===== config.mk =====
export PLATFORM = sky130hd
export DESIGN_NAME = instr_fetch
export DESIGN_NICKNAME = d
export VERILOG_FILES = /design/src/rtl/spam1_fetch_pkg.sv /design/src/rtl/instr_fetch.sv
export SDC_FILE = /design/constraint.sdc
export NUM_CORES = 1
export LEC_CHECK = 0
export ABC_CLOCK_PERIOD_IN_PS = 1400
export CAP_MARGIN = 20
export CELL_PAD_IN_SITES_DETAIL_PLACEMENT = 1
export CELL_PAD_IN_SITES_GLOBAL_PLACEMENT = 1
export CORE_MARGIN = 8
export CORE_UTILIZATION = 37
export DETAILED_ROUTE_END_ITERATION = 8
export PLACE_DENSITY = 0.77
export SLEW_MARGIN = 10
export SYNTH_ARGS = -nofsm -noshare
export SYNTH_HDL_FRONTEND = slang
export SYNTH_SLANG_ARGS = --single-unit

===== constraint.sdc =====
create_clock -name clk -period 1.4 [get_ports clk]
set_input_delay 0.14 -clock clk [delete_from_list [all_inputs] [get_ports clk]]
set_output_delay 0.14 -clock clk [all_outputs]
set_load 0.01 [all_outputs]

===== src/rtl/spam1_fetch_pkg.sv =====
// Shared definitions for the byte-serial instruction fetch stage.
//   INSTR_BYTES_DEFAULT : default number of bytes per instruction
//   PHASE_W             : width of the byte-phase counter for the default size
//   instr_t             : one assembled instruction at the default size
//   addr_t              : a 16-bit program address (PCHI:PCLO)
package spam1_fetch_pkg;

  localparam int INSTR_BYTES_DEFAULT = 4;
  localparam int PHASE_W             = $clog2(INSTR_BYTES_DEFAULT);

  typedef logic [8*INSTR_BYTES_DEFAULT-1:0] instr_t;
  typedef logic [15:0]                      addr_t;

endpackage


===== src/rtl/instr_fetch.sv =====
// Byte-serial instruction fetch stage. Each rising edge captures the ROM byte
// at the current PC into a shift buffer. After INSTR_BYTES bytes it publishes
// the whole instruction together with the address of its first byte. A PC
// load (jump) discards the partial instruction and restarts assembly.
//
// Ports:
//   clk         in   system clock, rising edge
//   _MR         in   synchronous active-low reset, priority over _jump
//   PCHI, PCLO  in   current PC high/low bytes
//   rom_data    in   ROM byte at PCHI:PCLO, stable before the edge
//   _jump       in   active-low, PC loads instead of incrementing this edge
//   instr       out  last completed instruction, first byte in the MSBs
//   instr_addr  out  address of the first byte of instr
//   instr_valid out  high once any instruction has completed since reset
//   instr_new   out  one-cycle strobe after an instruction completes
//   phase       out  index of the next byte to be captured
module instr_fetch
  import spam1_fetch_pkg::*;
#(
  parameter int INSTR_BYTES = INSTR_BYTES_DEFAULT,
  parameter int ADDR_W      = 16
) (
  input  logic                                clk,
  input  logic                                _MR,
  input  logic [7:0]                          PCHI,
  input  logic [7:0]                          PCLO,
  input  logic [7:0]                          rom_data,
  input  logic                                _jump,
  output logic [8*INSTR_BYTES-1:0]            instr,
  output logic [ADDR_W-1:0]                   instr_addr,
  output logic                                instr_valid,
  output logic                                instr_new,
  output logic [$clog2(INSTR_BYTES)-1:0]      phase
);

  localparam int PW = $clog2(INSTR_BYTES);
  // The top byte of a full shift would be shifted out before it is ever used,
  // so the buffer only keeps the INSTR_BYTES-1 most recent bytes.
  localparam int BW = 8 * (INSTR_BYTES - 1);
  localparam logic [PW-1:0] LAST_PHASE = PW'(INSTR_BYTES - 1);

  logic [BW-1:0]     buffer;
  logic [ADDR_W-1:0] start_addr;
  logic [ADDR_W-1:0] pc_addr;

  assign pc_addr = ADDR_W'({PCHI, PCLO});

  // NOTE: sequential state is assigned with <= only, so every register here
  // samples the pre-edge values of the others regardless of statement order.
  always_ff @(posedge clk) begin
    if (!_MR) begin
      // NOTE: the assembly buffer is a plain register (not a RAM), so clearing
      // it on reset costs nothing and keeps the outputs deterministic.
      buffer      <= '0;
      start_addr  <= '0;
      phase       <= '0;
      instr       <= '0;
      instr_addr  <= '0;
      instr_valid <= 1'b0;
      instr_new   <= 1'b0;
    end else if (!_jump) begin
      // The byte on rom_data belongs to the abandoned stream; drop it and keep
      // the last completed instruction visible to the decoder.
      phase     <= '0;
      instr_new <= 1'b0;
    end else begin
      buffer <= BW'({buffer, rom_data});
      if (phase == '0) begin
        start_addr <= pc_addr;
      end
      if (phase == LAST_PHASE) begin
        instr       <= {buffer, rom_data};
        instr_addr  <= start_addr;
        instr_valid <= 1'b1;
        instr_new   <= 1'b1;
        phase       <= '0;
      end else begin
        phase     <= phase + 1'b1;
        instr_new <= 1'b0;
      end
    end
  end

endmodule


Clock wiring as the flow saved it:
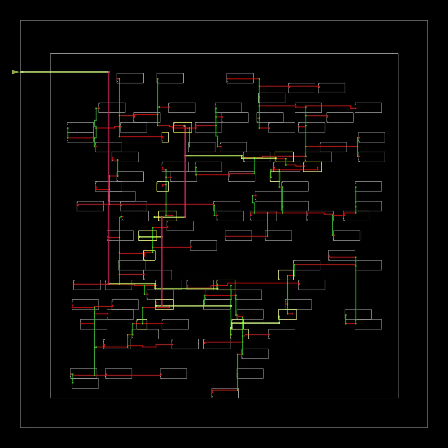
CTS buffer count: 9
clock group power: 1670 uW
Fin Clk Skew: 0.01079 ns
CTS sink count: 92

Pin placement:
Pins as bars across the die edge, other pins in gray.
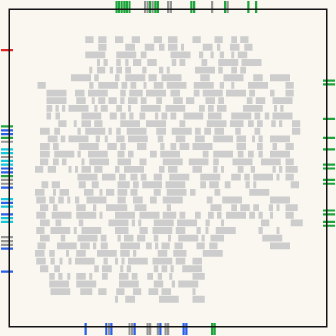
port	color	pins	direction	edge
clk	red	1	input	left
PCHI	cyan	8	input	left
instr_addr	blue	16	output	9 left, 7 bottom
instr	green	32	output	14 top, 13 right, 3 left, 2 bottom
all pins by edge	28 left, 21 top, 17 bottom, 13 right

Gate families picked out:
The bar under the picture is 20 microns long.
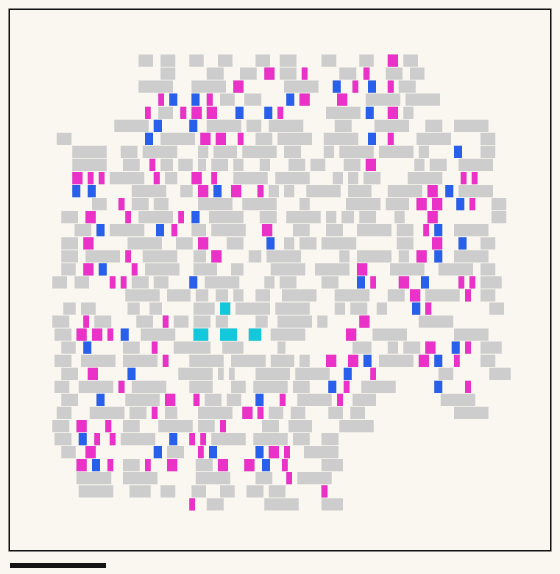
family	color	cells	where
aoi and oai cells	blue	48	all over the die
nand cells	magenta	112	all over the die
and/or cells	cyan	4	center

==> flow_metrics.rpt <==
IMPLEMENTATION SUMMARY REPORT
----------------------------------------------------
[Final layout]
  Final-layout fill cell count ........................ ~1000
  Buffering overhead ........................ 0.1998
  Mi-comb count ........................ 232
  Most common logic cell in the routed design ........................ sky130_fd_sc_hd__dfxtp_1
  Diode insertion count for antenna repair ........................ 0
  Register with the most flip-flops ........................ instr
  Count of non-CTS inverters in the layout ........................ 2
  Top library cells by usage in the layout, fill and taps aside ........................ sky130_fd_sc_hd__dfxtp_1 (91), sky130_fd_sc_hd__nand2_1 (64), sky130_fd_sc_hd__nand4_1 (48), sky130_fd_sc_hd__dlygate4sd2_1 (46), sky130_fd_sc_hd__o21ai_0 (44)
  NumNets Final ........................ around 460
  Largest area class, layout ........................ sequential cells
  Share of cells above drive strength 1 ........................ 0.08276
  Final core occ ........................ 0.4884
  Footprint of the flip-flops and latches ........................ 0.001843 sq mm
  Largest registers ........................ instr: 32 flops, buffer: 24 flops
  Area growth from synthesis to final layout ........................ 29.64%
  Number of ordinary and repair buffers in the finished layout ........................ just over 90
  Flip-flop count of the largest register, all copies and words added ........................ 32
  Comb/total area ........................ 0.3146
  Seq Cell Count ........................ 92
  Logic cell area ........................ 0.001406 sq mm
  Filler-free cell count of the finished design ........................ about 550

[Routing]
  Routed wire length ........................ around 9 mm
  Total met3 wirelength after detailed routing ........................ roughly 500 microns
  Highest Signal Layer ........................ met4
  Met2 WL ........................ approximately 4.3 mm
  Post-DR vias/cell ........................ 5.158
  Residual antenna-violating net count after detailed routing ........................ 0
  Residual DRC ........................ 0
  Count of routing violations after the opening detailed-route iteration ........................ 97
  Number of optimization iterations in the first detailed-route pass ........................ 4
  Average wire length per cell after detail routing ........................ about 16 microns
  Number of vias after detailed routing ........................ 2816

[Logic synthesis]
  Top area contributor share ........................ 0.5341
  Nets at Floorplan ........................ 391
  Total number of yosys warnings ........................ 0
  Synth top cell by count ........................ sky130_fd_sc_hd__dfxtp_1
  Proportion of register bits with asynchronous set or reset after synthesis ........................ 0
  Main flop type ........................ sky130_fd_sc_hd__dfxtp_1
  Proportion of synthesized chip area in sequential cells ........................ 0.5341
  Area leader, netlist ........................ sky130_fd_sc_hd__dfxtp_1
  Number of synthesized flops with an enable pin ........................ 0
  Flop and latch count out of synthesis ........................ 92
  Number of cell instances after yosys synthesis ........................ 362
  Cell types occupying the most area after synthesis ........................ sky130_fd_sc_hd__dfxtp_1 (53%), sky130_fd_sc_hd__mux2i_1 (12%), sky130_fd_sc_hd__nand4_1 (8.7%)

[Global routing]
  Overall global routing resource usage ........................ 0.1463
  GR Util met3 ........................ 0.05368
  Wire length of the first global-routing pass ........................ 15.04 mm
  Vias in the first global route ........................ ~2900
  Global routing's busiest layer ........................ met2
  Pin count of the biggest net entering global routing ........................ 54
  Leftover overflow at the end of global routing ........................ 0

[Power and ir drop]
  Areal power density over the cells ........................ 1058 mW/mm^2
  Tot Pwr ........................ 4728 uW
  P_leak ........................ 0.001938 uW
  Worst vdd rail ir drop ........................ 0.0004189 V

[Clocking]
  Deepest level of the CTS H-tree ........................ 3
  Worst skew pair latency ........................ 0.35 ns
  Clock root buffer ........................ sky130_fd_sc_hd__clkbuf_8
  # hold bufs at CTS ........................ 0
  Maximum buffer depth of the clock tree ........................ 2
  Number of instances resized during post-cts repair ........................ 46
  Clock edge transition at the registers on the reported setup and hold paths ........................ approximately 0.09 ns
  Post-CTS Setup Inserts ........................ 0

[Place]
  Gpl congestion ........................ around 0.7
  Port Buffer Count ........................ 78
  Instance area at placement ........................ ~0.0043 sq mm
  Pre-CTS worst setup slack ........................ ~0.046 ns
  Final HPWL from detailed placement ........................ 6.371 mm

[Hold path]
  Class of the tightest hold or removal check ........................ primary input to flip-flop
  Launch point of the worst hold path ........................ _jump
  Cells on Worst Hold Path ........................ 2

[Timing]
  Final worst-path cycle share ........................ 0.8949
  Slew HR ........................ 0.8063
  Setup repair after global routing missed its margin ........................ no
  Final critical-path required period ........................ 1.253 ns
  Upper clock frequency limit ........................ around 800 MHz
  Slew Viols, Final ........................ 0
  Transition time of the tightest slew-check pin ........................ slightly below 0.3 ns

[Worst setup path]
  Startpoint types ........................ flip-flop
  End of the critical path ........................ instr_addr[1]
  Startpoint of the worst-slack reg-to-reg timing path ........................ phase[1]
  Arrival time at the worst endpoint ........................ approximately 1.5 ns
  Sort of element at the end of the critical path ........................ flip-flop
  Terminus of the critical flop-to-flop path ........................ instr_addr[1]
  Worst-path fanout max ........................ 22
  Worst R2R Setup Slack ........................ 0.15 ns
  CP Data Required Time ........................ 1.67 ns

[Flow run]
  Number of max-capacitance violations reported ........................ 0
  OpenROAD warning count ........................ 27

[Die]
  Initial standard-cell utilization of the core ........................ 0.3768
  Die outline height ........................ approximately 110 microns
  Site row count ........................ 35
  Well Taps ........................ 111
  IO Count ........................ 79

[Run status]
  Status ........................ complete, no violations

----------------------------------------------------
Register map, names as in the netlist:
Other sequential cells in the stronger gray, the rest of the logic in the fainter gray.
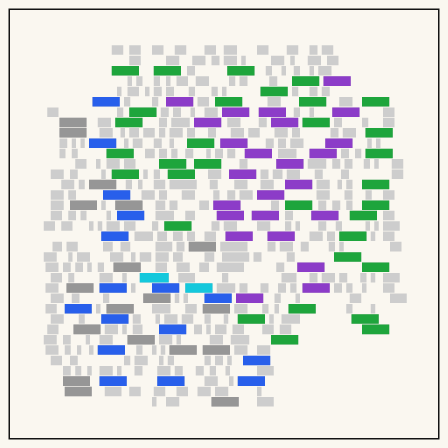
name in the netlist	color	flops
phase	cyan	2
instr	green	32
instr_addr	blue	16
buffer	purple	24
not colored	18

Wiring by layer:
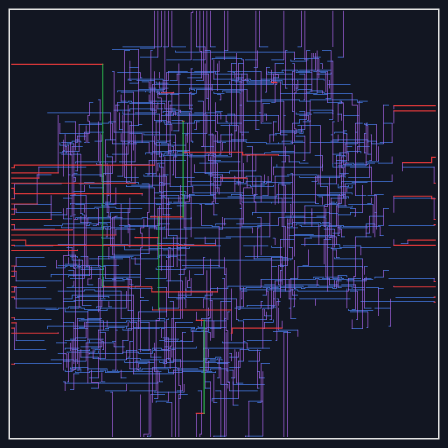
layer	color	wire length
metal 2	purple	4320 microns
metal 4	green	133 microns
metal 1	blue	4030 microns
metal 3	red	503 microns

power breakdown:
part	switching [uW]	leakage, uW	total (uW)	internal (uW)
Clock	1000	0.0000886	1670	674
Combinational	182	0.00110	342	160
Sequential	35.8	0.000747	2710	2680
Total	1220	0.00194	4730	3510
cell families (layout without fill, tap and decap cells):
group	after synthesis	in the layout	synth area share
AOI/OAI and AO/OA	49	49	0.07184
DFF	92	92	0.5341
buffers and inverters	38	111	0.05842
muxes	40	40	0.1161
and+or+nand+nor	141	141	0.2123
adders and majority gates	2	2	0.007256
critical path, cell delays in order (launching register included):
cell                      delay, ns
sky130_fd_sc_hd__dfxtp_1       0.38
sky130_fd_sc_hd__ha_1          0.20
sky130_fd_sc_hd__and2_4        0.21
sky130_fd_sc_hd__buf_12        0.18
sky130_fd_sc_hd__mux2i_1       0.20
No activity file was given, so power comes from the tool's default toggle rates.
